`src/rtl/fp_mult_result_fifo_if.sv`:
```
// Result-path bundle between the FP multiplier, the collection FIFO and its consumer.
// The slave side is the FIFO; the master side is the multiplier/consumer environment.
interface fp_mult_result_fifo_if #(
  parameter int W = 16
);
  // Producer side: issue/credit handshake and the raw multiplier result.
  logic         i_Issue;
  logic         o_IssueReady;
  logic [W-1:0] iv_Result;
  logic [2:0]   i3_OutputID;
  logic         i_Overflow;
  logic         i_Underflow;
  logic         i_NAN;
  logic         i_PINF;
  logic         i_NINF;

  // Consumer side: head of the FIFO. A transfer happens on a cycle where
  // o_Valid && i_Ready; head fields stay stable while o_Valid && !i_Ready.
  logic [W-1:0] ov_Data;
  logic [2:0]   o3_ID;
  logic [4:0]   ov_Flags;
  logic         o_Valid;
  logic         i_Ready;

  modport slave (
    input  i_Issue, iv_Result, i3_OutputID,
    input  i_Overflow, i_Underflow, i_NAN, i_PINF, i_NINF,
    input  i_Ready,
    output o_IssueReady, ov_Data, o3_ID, ov_Flags, o_Valid
  );

  modport master (
    output i_Issue, iv_Result, i3_OutputID,
    output i_Overflow, i_Underflow, i_NAN, i_PINF, i_NINF,
    output i_Ready,
    input  o_IssueReady, ov_Data, o3_ID, ov_Flags, o_Valid
  );
endinterface

```
`src/rtl/fp_mult_result_fifo.sv`:
```
// FWFT result FIFO with issue credits and output-ID sequence checking for mFPMult.
// Define FP_RESULT_STATS_EN to build the saturating exception counters.
module fp_mult_result_fifo #(
  parameter int pPrecision = 0,
  parameter int pWidthExp  = 5,
  parameter int pWidthMan  = 10,
  parameter int pDepth     = 8
) (
  input  logic                  i_Clk,
  input  logic                  i_ARst,
  fp_mult_result_fifo_if.slave  bus,
  output logic                  o_OvfErr,
  output logic                  o_SeqErr,
  input  logic                  i_StatClr,
  output logic [15:0]           ov_OfCnt,
  output logic [15:0]           ov_UfCnt,
  output logic [15:0]           ov_NaNCnt
);
  localparam int W  = pWidthExp + pWidthMan + 1;
  localparam int AW = $clog2(pDepth);
  localparam int CW = AW + 1;
  localparam int EW = W + 8;
  localparam logic [CW-1:0] DEPTH = CW'(pDepth);

  if (pPrecision < 0 || pPrecision > 2 || pDepth < 2 || pDepth > 64 ||
      (pDepth & (pDepth - 1)) != 0) begin : g_bad_param
    $error("fp_mult_result_fifo: unsupported parameter combination");
  end

  logic [EW-1:0] mem_q [pDepth];
  logic [AW-1:0] wr_ptr_q, wr_ptr_d, rd_ptr_q, rd_ptr_d;
  logic [CW-1:0] count_q, count_d, credits_q, credits_d;
  logic [2:0]    exp_id_q, exp_id_d;
  logic          ovf_err_q, ovf_err_d, seq_err_q, seq_err_d;
  logic          push, pop, accept, issue_bad;
  logic [4:0]    flags_in;
  logic [EW-1:0] head;

  assign flags_in = {bus.i_NAN, bus.i_PINF, bus.i_NINF, bus.i_Overflow, bus.i_Underflow};

  always_comb begin
    push      = (bus.i3_OutputID != 3'd0);
    pop       = (count_q != '0) && bus.i_Ready;
    accept    = push && ((count_q < DEPTH) || pop);
    issue_bad = bus.i_Issue && (credits_q == '0);

    wr_ptr_d = accept ? wr_ptr_q + AW'(1) : wr_ptr_q;
    rd_ptr_d = pop    ? rd_ptr_q + AW'(1) : rd_ptr_q;

    count_d = count_q;
    if (accept && !pop)      count_d = count_q + CW'(1);
    else if (!accept && pop) count_d = count_q - CW'(1);

    // Issue and pop together cancel; an issue with no credit is an error, not a decrement.
    credits_d = credits_q;
    if (bus.i_Issue && !pop && !issue_bad)                credits_d = credits_q - CW'(1);
    else if (pop && !bus.i_Issue && credits_q != DEPTH)   credits_d = credits_q + CW'(1);

    // Expected ID always resynchronises to received+1, match or not.
    exp_id_d = exp_id_q;
    if (push) exp_id_d = (bus.i3_OutputID == 3'd7) ? 3'd1 : bus.i3_OutputID + 3'd1;

    seq_err_d = i_StatClr ? 1'b0 : seq_err_q;
    if (push && bus.i3_OutputID != exp_id_q) seq_err_d = 1'b1;

    ovf_err_d = i_StatClr ? 1'b0 : ovf_err_q;
    if ((push && !accept) || issue_bad) ovf_err_d = 1'b1;
  end

  always_ff @(posedge i_Clk or posedge i_ARst) begin
    if (i_ARst) begin
      wr_ptr_q  <= '0;
      rd_ptr_q  <= '0;
      count_q   <= '0;
      credits_q <= DEPTH;
      exp_id_q  <= 3'd1;
      ovf_err_q <= 1'b0;
      seq_err_q <= 1'b0;
    end else begin
      wr_ptr_q  <= wr_ptr_d;
      rd_ptr_q  <= rd_ptr_d;
      count_q   <= count_d;
      credits_q <= credits_d;
      exp_id_q  <= exp_id_d;
      ovf_err_q <= ovf_err_d;
      seq_err_q <= seq_err_d;
    end
  end

  // Storage needs no reset: the head is masked to zero whenever the FIFO is empty.
  always_ff @(posedge i_Clk) begin
    if (accept) mem_q[wr_ptr_q] <= {bus.iv_Result, bus.i3_OutputID, flags_in};
  end

  assign head             = (count_q != '0) ? mem_q[rd_ptr_q] : '0;
  assign bus.o_Valid      = (count_q != '0);
  assign bus.ov_Data      = head[EW-1:8];
  assign bus.o3_ID        = head[7:5];
  assign bus.ov_Flags     = head[4:0];
  assign bus.o_IssueReady = (credits_q != '0);
  assign o_OvfErr         = ovf_err_q;
  assign o_SeqErr         = seq_err_q;

`ifdef FP_RESULT_STATS_EN
  logic [15:0] of_cnt_q, of_cnt_d, uf_cnt_q, uf_cnt_d, nan_cnt_q, nan_cnt_d;

  always_comb begin
    of_cnt_d  = i_StatClr ? 16'd0 : of_cnt_q;
    uf_cnt_d  = i_StatClr ? 16'd0 : uf_cnt_q;
    nan_cnt_d = i_StatClr ? 16'd0 : nan_cnt_q;
    if (accept && bus.i_Overflow  && of_cnt_q  != 16'hFFFF) of_cnt_d  = of_cnt_q  + 16'd1;
    if (accept && bus.i_Underflow && uf_cnt_q  != 16'hFFFF) uf_cnt_d  = uf_cnt_q  + 16'd1;
    if (accept && bus.i_NAN       && nan_cnt_q != 16'hFFFF) nan_cnt_d = nan_cnt_q + 16'd1;
  end

  always_ff @(posedge i_Clk or posedge i_ARst) begin
    if (i_ARst) begin
      of_cnt_q  <= '0;
      uf_cnt_q  <= '0;
      nan_cnt_q <= '0;
    end else begin
      of_cnt_q  <= of_cnt_d;
      uf_cnt_q  <= uf_cnt_d;
      nan_cnt_q <= nan_cnt_d;
    end
  end

  assign ov_OfCnt  = of_cnt_q;
  assign ov_UfCnt  = uf_cnt_q;
  assign ov_NaNCnt = nan_cnt_q;
`else
  assign ov_OfCnt  = 16'd0;
  assign ov_UfCnt  = 16'd0;
  assign ov_NaNCnt = 16'd0;
`endif
endmodule

```
`src/flat_wrapper.sv`:
```
// flat-port wrapper written by rule: the top's interface ports become plain ports
module fp_mult_result_fifo_flat 
#(
  parameter int pPrecision = 0,
  parameter int pWidthExp  = 5,
  parameter int pWidthMan  = 10,
  parameter int pDepth     = 8
)
  (i_Clk, i_ARst, o_OvfErr, o_SeqErr, i_StatClr, ov_OfCnt, ov_UfCnt, ov_NaNCnt, bus_i_Issue, bus_iv_Result, bus_i3_OutputID, bus_i_Overflow, bus_i_Underflow, bus_i_NAN, bus_i_PINF, bus_i_NINF, bus_i_Ready, bus_o_IssueReady, bus_ov_Data, bus_o3_ID, bus_ov_Flags, bus_o_Valid);
  fp_mult_result_fifo_if #(.W(16)) bus_i ();
  input  logic i_Clk;
  input  logic i_ARst;
  output logic o_OvfErr;
  output logic o_SeqErr;
  input  logic i_StatClr;
  output logic [15:0] ov_OfCnt;
  output logic [15:0] ov_UfCnt;
  output logic [15:0] ov_NaNCnt;
  input wire logic [$bits(bus_i.i_Issue)-1:0] bus_i_Issue;
  input wire logic [$bits(bus_i.iv_Result)-1:0] bus_iv_Result;
  input wire logic [$bits(bus_i.i3_OutputID)-1:0] bus_i3_OutputID;
  input wire logic [$bits(bus_i.i_Overflow)-1:0] bus_i_Overflow;
  input wire logic [$bits(bus_i.i_Underflow)-1:0] bus_i_Underflow;
  input wire logic [$bits(bus_i.i_NAN)-1:0] bus_i_NAN;
  input wire logic [$bits(bus_i.i_PINF)-1:0] bus_i_PINF;
  input wire logic [$bits(bus_i.i_NINF)-1:0] bus_i_NINF;
  input wire logic [$bits(bus_i.i_Ready)-1:0] bus_i_Ready;
  output wire logic [$bits(bus_i.o_IssueReady)-1:0] bus_o_IssueReady;
  output wire logic [$bits(bus_i.ov_Data)-1:0] bus_ov_Data;
  output wire logic [$bits(bus_i.o3_ID)-1:0] bus_o3_ID;
  output wire logic [$bits(bus_i.ov_Flags)-1:0] bus_ov_Flags;
  output wire logic [$bits(bus_i.o_Valid)-1:0] bus_o_Valid;
  assign bus_i.i_Issue = bus_i_Issue;
  assign bus_i.iv_Result = bus_iv_Result;
  assign bus_i.i3_OutputID = bus_i3_OutputID;
  assign bus_i.i_Overflow = bus_i_Overflow;
  assign bus_i.i_Underflow = bus_i_Underflow;
  assign bus_i.i_NAN = bus_i_NAN;
  assign bus_i.i_PINF = bus_i_PINF;
  assign bus_i.i_NINF = bus_i_NINF;
  assign bus_i.i_Ready = bus_i_Ready;
  assign bus_o_IssueReady = bus_i.o_IssueReady;
  assign bus_ov_Data = bus_i.ov_Data;
  assign bus_o3_ID = bus_i.o3_ID;
  assign bus_ov_Flags = bus_i.ov_Flags;
  assign bus_o_Valid = bus_i.o_Valid;
  fp_mult_result_fifo #(.pPrecision(pPrecision), .pWidthExp(pWidthExp), .pWidthMan(pWidthMan), .pDepth(pDepth)) u_core (.i_Clk(i_Clk), .i_ARst(i_ARst), .bus(bus_i), .o_OvfErr(o_OvfErr), .o_SeqErr(o_SeqErr), .i_StatClr(i_StatClr), .ov_OfCnt(ov_OfCnt), .ov_UfCnt(ov_UfCnt), .ov_NaNCnt(ov_NaNCnt));
endmodule
```
`config.mk`:
```
export PLATFORM = sky130hd
export DESIGN_NAME = fp_mult_result_fifo_flat
export DESIGN_NICKNAME = d
export VERILOG_FILES = /design/src/rtl/fp_mult_result_fifo_if.sv /design/src/rtl/fp_mult_result_fifo.sv /design/src/flat_wrapper.sv
export SDC_FILE = /design/constraint.sdc
export NUM_CORES = 1
export LEC_CHECK = 0
export CAP_MARGIN = 25
export CORE_MARGIN = 5
export CORE_UTILIZATION = 60
export CTS_CLUSTER_DIAMETER = 200
export CTS_CLUSTER_SIZE = 10
export DETAILED_ROUTE_END_ITERATION = 16
export GPL_ROUTABILITY_DRIVEN = 0
export PLACE_DENSITY = 0.82
export SLEW_MARGIN = 10
export SYNTH_ARGS = -nofsm -noshare
export SYNTH_HDL_FRONTEND = slang
export SYNTH_SLANG_ARGS = --single-unit
```
`constraint.sdc`:
```
create_clock -name i_Clk -period 5.7 [get_ports i_Clk]
set_input_delay 1.14 -clock i_Clk [delete_from_list [all_inputs] [get_ports i_Clk]]
set_output_delay 1.14 -clock i_Clk [all_outputs]
set_load 0.01 [all_outputs]
```
Fig. 1: M1 wires
Bar = 50 um.
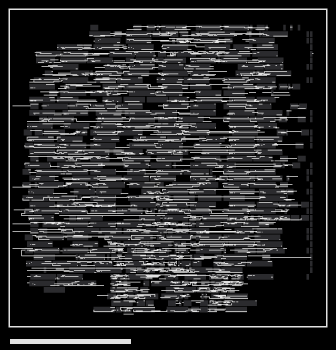
wire length on this layer = 6550 um
longest straight run = 45.5 um
GR Layer Usage met1: 26.5%
Routed WL: 16300 um
via count: 4316

Fig. 2: the metal 2 layer
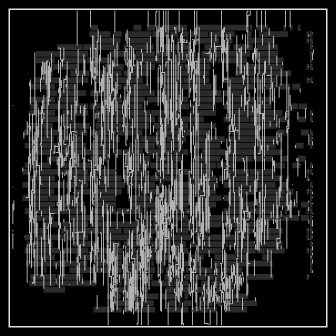
longest straight run = 49.1 um
nets with wire on the layer = 529
global routing usage on met2: 32.9%

Fig. 3: met3 routing
Bar = 50 um.
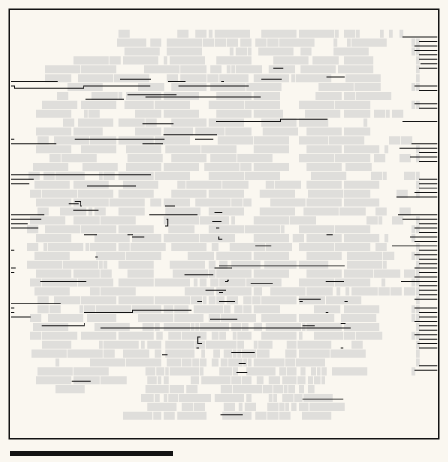
main direction = horizontal
longest straight run = 76.4 um
nets with wire on the layer = 108
share of all routed wire = 6.8%
wire length on this layer = 1110 um
grt met3 use: 3.13%

Fig. 4: where the registers sit
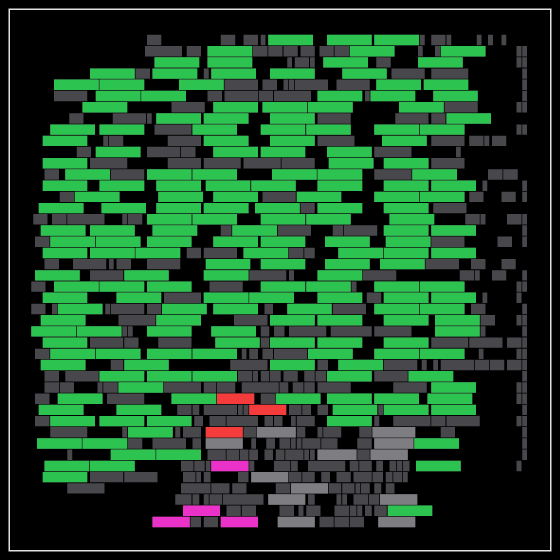
green -> `u_core.mem_q`  # sequential cells 192
magenta -> `u_core.count_q`  # sequential cells 4
red -> `u_core.wr_ptr_q`  # sequential cells 3
register area: 0.00625 mm2
Seq/total area: 61.6%
Sequential Power: 2.32 mW
Final Util: 70.3%

Fig. 5: placement view
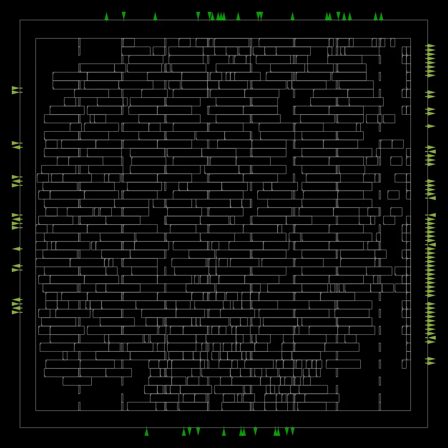
Finished Layout Cells: 740
Filler Cell Count: 873

==> results.py <==
# Metrics from the implementation run
metrics = {
    "route": {
        "drtIter0Drc": 335,
        "wl_met1_um": 6550,
        "wl_per_cell_um": 22.0,
        "post-route-drc-count": 0,
        "firstDrtPassIters": 4,
    },
    "critical_path": {
        "crit_cells": 12,
        "worstPathArrival_ns": 4.56,
        "start_kind": "input pin",
        "worstPathCellList": "clkdlybuf4s50_1, inv_1, ha_1, nand2b_1, and2_1, ha_1, inv_1, ha_1, a21o_1, a2111oi_0, a31oi_1, a221o_1",
        "r2r_slack_ns": 2.42,
        "crit_buf_inv": 3,
        "crit_slowest_cell": "clkdlybuf4s50_1",
        "cpLargestDelayFamily": "AND-OR/OR-AND gates",
        "cpPeakStageDelay_ns": 0.72,
    },
    "synthesis": {
        "edf_count": 192,
        "async_reset_ff_share_pct": 9.00,
        "ff_type": "edfxtp_1",
        "top_area_share_pct": 65.6,
        "top_logic_kind": "multiplexers",
        "syn_area_per_cell_um2": 18.7,
        "top_cell": "edfxtp_1",
        "yosys-stat-area_mm2": 0.00879,
        "simple_gate_share_pct": 3.37,
        "synth_top_cell_by_area": "edfxtp_1",
        "xor_share_pct": 1.10,
    },
    "power": {
        "maxPowerGroup": "sequential cells",
        "power_per_cell_area_mw_per_mm2": 547,
        "ir_drop_v": 0.000345,
        "netSwitchingFraction_pct": 30.5,
        "p_sw_mw": 1.69,
    },
    "cts": {
        "numCtsBuffers": 25,
        "cts_resized": 0,
        "clk_pin_slew_ns": 0.06,
        "insertion_delay_ns": 0.49,
        "cts_hold_buf": 0,
        "cts_tree": "done",
    },
    "sta": {
        "finalSetupViolCount": 0,
        "fin_ws_ns": 1.52,
        "rsz0062_at_grt": "no",
    },
    "die": {
        "dieArea_mm2": 0.0172,
        "die_w_um": 131,
        "rows": 44,
        "die_y_um": 131,
    },
    "global_route": {
        "grt_max_degree": 51,
    },
    "min_path": {
        "hold_end": "u_core.o_SeqErr$_DFFE_PP0P_",
        "hold_path_class": "reg -> reg",
    },
    "layout": {
        "num_antenna_cells": 0,
    },
    "run_status": {
        "status": "finished clean",
    },
    "placed_design": {
        "io_buffers": 56,
        "dpl.hpwl_um": 9500,
    },
}
==> sequential cells by signal (all words and copies together), names as in the netlist <==
| register | flops |
|---|---|
| u_core.rd_ptr_q | 3 |
| u_core.exp_id_q | 3 |
| u_core.o_OvfErr | 1 |
| u_core.count_q | 4 |
| u_core.o_SeqErr | 1 |
| u_core.credits_q | 4 |
| u_core.wr_ptr_q | 3 |
| u_core.mem_q | 192 |
==> area by class of cell <==
class | instances | area (um2) | area share [%]
Clock inverter | 1 | 8.76 | 0.0863
Clock buffer | 34 | 659 | 6.50
Timing Repair Buffer | 70 | 686 | 6.76
Inverter | 10 | 37.5 | 0.370
Tap cell | 184 | 230 | 2.27
Multi-Input combinational cell | 230 | 2280 | 22.4
Sequential cell | 211 | 6250 | 61.6
==> cell usage in the layout (no fill, tap or decap), drive strengths merged <==
cell           count
and2               2
buf               14
mux2               4
xor2               5
nand3              1
o221ai             1
o211a              1
nand2b             8
nor2              34
fa                 1
nor4               2
a21o               3
xnor2              6
clkdlybuf4s50     56
nor3              10
ha                 9
edfxtp           192
o311ai             1
o21ai              2
a221o              1
nand2              7
mux2i             25
a21boi             1
inv               11
dfstp              2
o41ai              1
a2111oi            2
mux4              48
and3               1
conb              48
a31oi              4
a21oi              1
dfrtp             17
o31ai              1
clkbuf            34
==> worst register-to-register path, stage by stage, from the launching register on <==
cell and delay, ns:
dfrtp_1 0.51, o41ai_4 0.74, ha_1 0.32, inv_1 0.12
ha_1 0.30, a21o_1 0.22, a2111oi_0 0.50, a31oi_1 0.12
a221o_1 0.34
==> through the flow <==
step,instances,area (um2)
after global placement,704,9450
after CTS,739,10100
after floorplan,518,8970
after global routing,740,10100
after detailed placement,704,9450
final,740,10100
Power and IR drop assume default switching activity.
